==> run_1/layer_met2.png <==
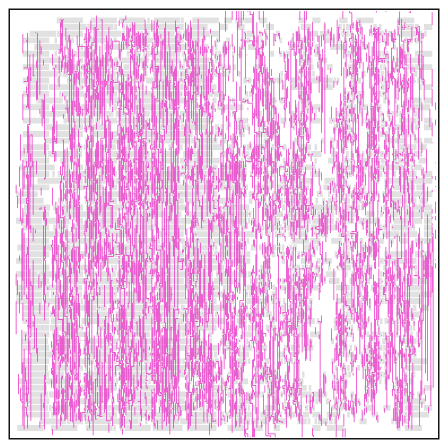
==> run_1/congestion.png <==
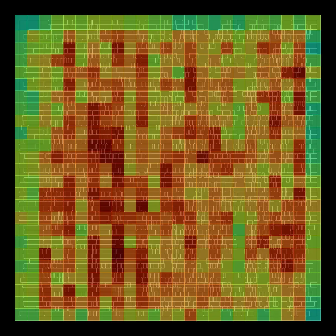
==> run_1/flops_by_reg.png <==
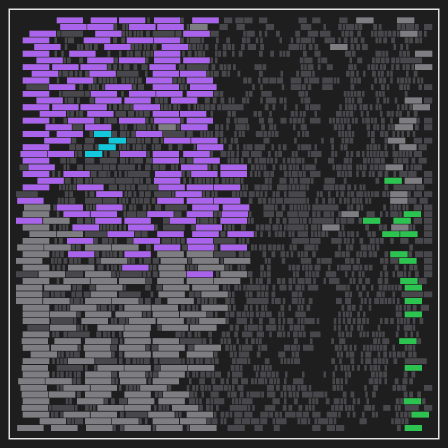
==> run_1/layer_met1.png <==
Supply wires on this layer in gray.
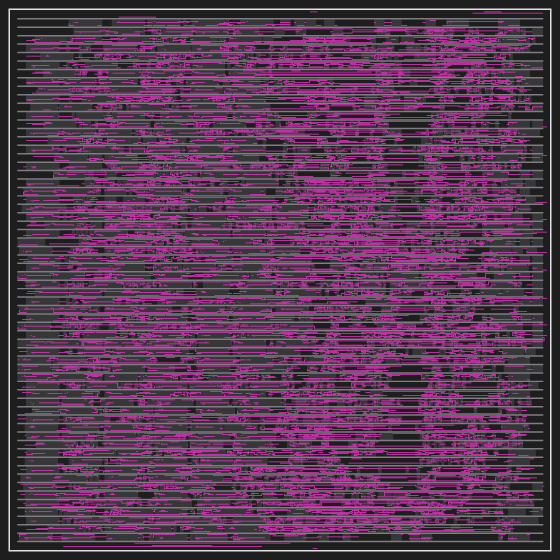
### config.mk
export PLATFORM = sky130hd
export DESIGN_NAME = sdf_stage_r2
export DESIGN_NICKNAME = d
export VERILOG_FILES = /design/src/rtl/sdf_stage_r2.sv
export SDC_FILE = /design/constraint.sdc
export NUM_CORES = 1
export LEC_CHECK = 0
export ABC_AREA = 1
export CAP_MARGIN = 30
export CORE_MARGIN = 2
export CORE_UTILIZATION = 62
export DETAILED_ROUTE_END_ITERATION = 12
export PLACE_DENSITY = 0.85
export SLEW_MARGIN = 40
export SYNTH_ARGS = -nofsm -noshare
export SYNTH_HDL_FRONTEND = slang
export SYNTH_SLANG_ARGS = --single-unit
### constraint.sdc
create_clock -name clk -period 5.2 [get_ports clk]
set_clock_uncertainty 0.15 [all_clocks]
set_input_delay 0.78 -clock clk [delete_from_list [all_inputs] [get_ports clk]]
set_output_delay 0.78 -clock clk [all_outputs]
set_load 0.02 [all_outputs]
### src/rtl/sdf_stage_r2.sv
// Radix-2 single-path delay-feedback FFT stage (DIF), one complex sample per
// accepted cycle. Holds its own feedback delay memory and frame index counter,
// with frame resync, per-frame scaling, stall tolerance and an output
// start-of-frame marker.
module sdf_stage_r2 #(
  parameter int unsigned W_IN  = 16,
  parameter int unsigned W_OUT = 17,
  parameter int unsigned DEPTH = 8
) (
  input  logic             clk,
  input  logic             rst,
  input  logic             valid_in,
  input  logic             sync_in,
  input  logic             scale,
  input  logic [W_IN-1:0]  din_re,
  input  logic [W_IN-1:0]  din_im,
  output logic             valid_out,
  output logic             sof_out,
  output logic [W_OUT-1:0] dout_re,
  output logic [W_OUT-1:0] dout_im,
  output logic             primed
);

  localparam int unsigned CW = $clog2(DEPTH) + 1;
  localparam int unsigned AW = (DEPTH > 1) ? $clog2(DEPTH) : 1;
  localparam int unsigned WA = W_IN + 2;

  if (W_OUT != W_IN + 1) begin : g_bad_width
    $error("sdf_stage_r2: W_OUT must equal W_IN+1");
  end
  if (DEPTH < 1 || (DEPTH & (DEPTH - 1)) != 0) begin : g_bad_depth
    $error("sdf_stage_r2: DEPTH must be a power of two >= 1");
  end

  logic [CW-1:0]    cnt_q, cnt_d, idx;
  logic             primed_q, primed_d, scale_q, scale_d;
  logic             resync, phase_b, emit, sof_d;
  logic [AW-1:0]    addr;
  logic [W_OUT-1:0] mem_re [DEPTH];
  logic [W_OUT-1:0] mem_im [DEPTH];
  logic [W_OUT-1:0] rd_re, rd_im, wr_re, wr_im, res_re, res_im;

  // Widen both operands to W_IN+2, add or subtract, optionally halve (floor).
  function automatic logic [W_OUT-1:0] bfly(input logic [W_OUT-1:0] d,
                                            input logic [W_IN-1:0]  x,
                                            input logic             sub,
                                            input logic             sc);
    logic signed [WA-1:0] a, b, r;
    a = {d[W_OUT-1], d};
    b = {{2{x[W_IN-1]}}, x};
    r = sub ? (a - b) : (a + b);
    if (sc) r = r >>> 1;
    return r[W_OUT-1:0];
  endfunction

  // Frame index, phase decode, delay access and butterfly datapath.
  always_comb begin
    resync   = valid_in & sync_in & (cnt_q != '0);
    // A mid-frame sync makes this sample index 0 of a new frame.
    idx      = resync ? '0 : cnt_q;
    phase_b  = idx[CW-1];
    // Pointer always tracks the index modulo DEPTH, so it is derived from it.
    addr     = AW'(idx & CW'(DEPTH - 1));
    rd_re    = mem_re[addr];
    rd_im    = mem_im[addr];
    cnt_d    = valid_in ? (idx + CW'(1)) : cnt_q;
    scale_d  = (valid_in && idx == '0) ? scale : scale_q;
    primed_d = primed_q;
    if (resync) primed_d = 1'b0;
    else if (valid_in && phase_b) primed_d = 1'b1;
    emit     = valid_in & ((primed_q & ~resync) | phase_b);
    sof_d    = valid_in & (idx == CW'(DEPTH));
    if (phase_b) begin
      wr_re  = bfly(rd_re, din_re, 1'b1, scale_q);
      wr_im  = bfly(rd_im, din_im, 1'b1, scale_q);
      res_re = bfly(rd_re, din_re, 1'b0, scale_q);
      res_im = bfly(rd_im, din_im, 1'b0, scale_q);
    end else begin
      wr_re  = {din_re[W_IN-1], din_re};
      wr_im  = {din_im[W_IN-1], din_im};
      res_re = rd_re;
      res_im = rd_im;
    end
  end

  // Control state and registered outputs; everything holds on a stall.
  always_ff @(posedge clk) begin
    if (rst) begin
      cnt_q     <= '0;
      primed_q  <= 1'b0;
      scale_q   <= 1'b0;
      valid_out <= 1'b0;
      sof_out   <= 1'b0;
      dout_re   <= '0;
      dout_im   <= '0;
    end else begin
      cnt_q     <= cnt_d;
      primed_q  <= primed_d;
      scale_q   <= scale_d;
      valid_out <= emit;
      sof_out   <= sof_d;
      if (emit) begin
        dout_re <= res_re;
        dout_im <= res_im;
      end
    end
  end

  // Feedback delay memory, read-old-data at the shared address; never cleared.
  always_ff @(posedge clk) begin
    if (!rst && valid_in) begin
      mem_re[addr] <= wr_re;
      mem_im[addr] <= wr_im;
    end
  end

  assign primed = primed_q;

endmodule
==> out/notes.md, run 1 <==
The tools report the clock network fraction of total power as 33.7%. As logged by OpenROAD, the buffers inserted on ports number 73. The most instantiated logic cell after routing was nand2_1. In this run, power in flip-flops and latches comes to 2.78 mW.

The critical path runs through a total of 19 cells. According to the floorplan report, the placeable core area is 28,600 sq um. The area share of fa/ha/maj cells after synthesis is 5.32%. The final layout contains 2,332 nets.

In this run the tightest slew margin relative to its limit is 37.1%. Based on the critical path, the design can be clocked at up to 0.209 GHz. The cell type with the largest total area after synthesis is edfxtp_1. The number of warnings in the stage logs is 49. The part of the cycle the worst path needs came out at 91.9%. In this run the power spent charging and discharging nets is 2.22 mW. The number of CTS-inserted buffers came out at 34. Counting every sink on the clock net gives 314.

Synthesis produced a netlist whose cell count is 2,122. Of the total power, the share spent switching nets is 32.3%. The run finished with clean final reports.

The hold violation count in the final report is 0, and the parity-gate share of the synthesized area counting xor and xnor cells is 1.12%. The cell family contributing the most delay on the critical path was buffers and inverters. Chip width: 174 um. The post-layout utilization of the core came out at 71.5%. Counting both buffers and inverters, the worst setup path holds a total of 6. The residual DRC count was 0; the area after detailed placement was 19,400 sq um. The detailed router finished its first iteration with 2,069 violations. The tools report the worst hold-check slack as 0.382 ns. Source of the critical timing path: valid_in. Across the VDD grid, the largest voltage drop is 0.343 mV. With the half-perimeter wire length of the detailed placement result at 40,200 um, the clock-pin slew on the worst setup and hold paths is 0.06 ns. For this floorplan the total number of well-tap instances is 384. Post-CTS repair changed the size of 0 cells. The most critical setup path has its endpoint at mem_re[1][10]. Summed over all cells, the static leakage comes to 8.67 nW. The synthesized netlist occupies a cell area of 18,000 sq um. The run gives 41 for the tally of clock buffers in the finished layout. By area, the class that comes first in the final layout consists of sequential cells. The vertical die dimension reported for this design is 174 um.
About layer_met2.png:
nets with wire on the layer: 1,883
share of all routed wire: 44%

About congestion.png:
GRT met1 Usage: 53.0%
GR Util met3: 8.25%
routed wirelength normalized by instance count: 21.3 um
Total Routing Usage GR: 37.4%

About flops_by_reg.png:
| color | signal | flops |
|---|---|---|
| cyan | `cnt_q` | 4 |
| green | `dout_re` | 17 |
| purple | `mem_im` | 136 |
not colored: 157

About layer_met1.png:
nets with wire on the layer: 2,209
main direction: horizontal
routed vias: 16,000
total detailed-routing wirelength: 56,000 um

==> run 2, diff against run 1 <==
Settings changed: SKIP_LAST_GASP set to 1.
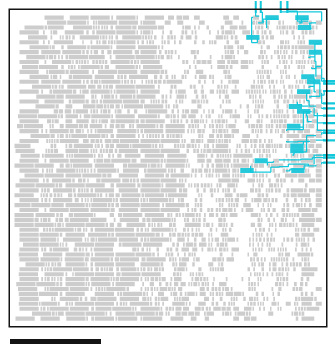
(run_2/io_fan.png)
Scale bar: 50 um.
| color | port | bits | direction | edge | end cells | buffers | wire |
|---|---|---|---|---|---|---|---|
| cyan | `dout_im` | 17 | output | 13 east, 4 north | 17 | 17 | 442 um |

==> run 2 against run 1 <==
  * Non-clock buffer count unchanged
  * Sequential cell count unchanged
  * Largest cell class unchanged
  * Wire length unchanged
  * Critical path depth unchanged
  * Total power unchanged
  * Maximum frequency unchanged
  * Largest power group unchanged
  * Setup slack unchanged
  * Clock-buffer cell count unchanged
  * Final cell count unchanged
  * Critical endpoint unchanged
  * Clock power about the same
  * Area after synthesis unchanged
  * Die area unchanged
==> out/notes.md, run 2 <==
The run finished with clean final reports. The run gives 2.22 mW (unchanged) for the switching component of the power. The run gives 0.343 mV (unchanged) as the maximum vdd drop.

The source of the critical timing path is valid_in (unchanged). The most area-hungry cell class in the final design is sequential cells (unchanged). With the achievable clock frequency at 0.209 GHz (unchanged), the number of clock sinks seen by CTS is 314 (unchanged). The count of buffers inserted at the top-level ports was 73 (unchanged).

For the clock network fraction of total power, the log shows 33.7% (about the same). The tools report the number of nets in the final layout as 2,332 (unchanged). The global router's overall resource usage is 37.4% (unchanged). Leakage power: 8.67 nW (unchanged). Logic share of the area: 37.3% (unchanged). The logs give 28,600 sq um (unchanged) for the area of the placeable core and 8.25% (unchanged) for the global-route met3 utilization.

The average wire per cell in the routed design works out to 21.3 um (unchanged). The number of CTS-inserted buffers is 34 (unchanged). Routing usage on met1: 53.0% (unchanged). The tools report the residual DRC count as 0 (unchanged). The power in sequential cells is 2.78 mW (about the same), and the clock-pin slew on the worst setup and hold paths is 0.06 ns (about the same). With the switching part of the total power at 32.3% (unchanged), the chip width is 174 um (unchanged).

The run gives 56,000 um (unchanged) for the sum of routed wire length over all layers. Critical path endpoint: mem_re[1][10] (unchanged). The relative contribution of combinational cells to total power was 25.8% (about the same); the area share of fa/ha/maj cells after synthesis was 5.32% (unchanged). The fraction of layout cells with a size suffix above 1 was 7.67% (unchanged).

The detailed router's first-iteration violation count was 2,069 (unchanged); the number of resized instances in the post-cts repair step was 0 (unchanged). Vertical die dimension: 174 um (unchanged). The cell type with the largest total area after synthesis was edfxtp_1 (unchanged).

The number of warnings in the stage logs is 49 (unchanged). The part of the cycle the worst path needs is 91.9% (unchanged), and the cell count after synthesis is 2,122 (unchanged). The run gives 1.12% (unchanged) for the parity-gate share of the synthesized area counting xor and xnor cells. The hold violation count in the final report was 0 (unchanged).

The run gives 40,200 um (unchanged) for the half-perimeter wire length of the detailed placement result. The cell family contributing the most delay on the critical path is buffers and inverters (unchanged). The most instantiated logic cell after routing was nand2_1 (unchanged). The logs give 71.5% (unchanged) for the post-layout utilization of the core and 0.382 ns (unchanged) for the worst hold-check slack. The logs give 37.1% (unchanged) for the remaining max-slew budget at the tightest pin and 16,000 (unchanged) for the vias after detailed routing. The tally of clock buffers in the finished layout is 41 (unchanged).
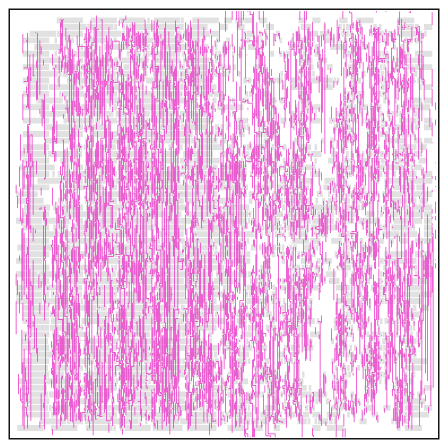
(run_2/layer_met2.png)
wire length on this layer: 24.6 mm
share of all routed wire: 44%
longest straight run: 67.7 um
main direction: vertical
met2 global-route usage: 56.6%

==> run 3, diff against run 2 <==
Settings changed: DONT_BUFFER_PORTS set to 1, PLACE_DENSITY 0.85 to 0.82.
Clock period 5.2 ns to 5.8 ns, I/O delays scaled along.
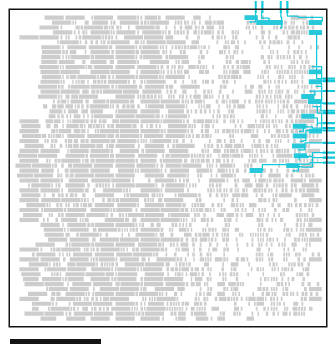
(run_3/io_fan.png)
Scale bar: 50 um.
| color | port | bits | direction | edge | end cells | buffers | wire |
|---|---|---|---|---|---|---|---|
| cyan | `dout_im` | 17 | output | 13 east, 4 north | 17 | 0 | 311 um |

==> run 3 against run 2 <==
  * Hold slack lost 0.16 ns
  * Via count shrank 3.6%
  * Combinational power shrank 17%
  * Synthesized cell count is the same
  * Total power shrank 10%
  * Highest routed layer is now met5
  * First-iteration DRC count grew 17%
  * Largest power group unchanged
  * Setup slack gained 0.46 ns
==> out/notes.md, run 3 <==
The run gives 35.7% (was 33.7%) for the clock network fraction of total power. The tools report the number of resized instances in the post-cts repair step as 0 (unchanged). For the half-perimeter wire length of the detailed placement result, the log shows 36,700 um (was 40,200 um).

The most instantiated logic cell after routing is nand2_1 (unchanged). The critical path endpoint was mem_im[0][16] (was mem_re[1][10]). The tally of clock buffers in the finished layout was 39 (was 41); the well tap count was 384 (unchanged). The area share of fa/ha/maj cells after synthesis was 5.32% (unchanged); the fraction of layout cells with a size suffix above 1 was 5.95% (was 7.67%).

Remaining max-slew budget at the tightest pin: 45.4% (was 37.1%). The post-layout utilization of the core came out at 67.8% (was 71.5%). Of the available clock period, the critical path in the final layout requires 84.8%. Power in sequential cells: 2.49 mW (was 2.78 mW). The maximum vdd drop is 0.344 mV (was 0.343 mV), and the routing usage on met1 is 50.5% (was 53.0%). Number of clock sinks seen by CTS: 314 (unchanged). The cell type with the largest total area after synthesis was edfxtp_1 (unchanged). The count of buffers inserted at the top-level ports works out to 0 (was 73).

The detailed router's first-iteration violation count was 2,412 (was 2,069). With the global-route met3 utilization at 7.22% (was 8.25%), the number of buffers and inverters on the critical path is 1 (was 6). The logic depth of the worst setup path including buffers works out to 18 (was 19).

The number of warnings in the stage logs is 49 (unchanged). With the number of CTS-inserted buffers at 31 (was 34), the post-synthesis cell area is 18,000 sq um (unchanged). The cell family contributing the most delay on the critical path was simple AND/OR/NAND/NOR gates (was buffers and inverters). The achievable clock frequency is 0.203 GHz. The source of the critical timing path was cnt_q[1] (was valid_in).

The flow ran to the end, and the final reports show no timing, DRC or antenna violations.
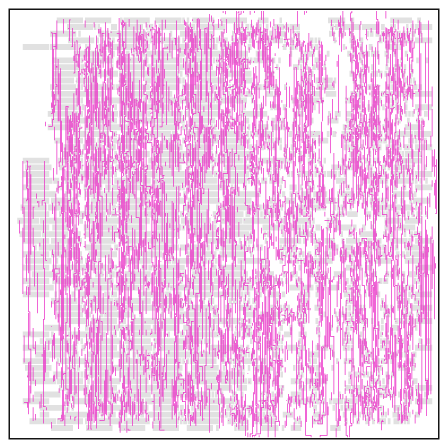
(run_3/layer_met2.png)
wire length on this layer: 23.2 mm
longest straight run: 68.1 um
met2 global-route usage: 51.6%
total detailed-routing wirelength: 53,600 um
routed vias: 15,400

Power figures rest on the tool's default switching activity, not on a simulated workload.
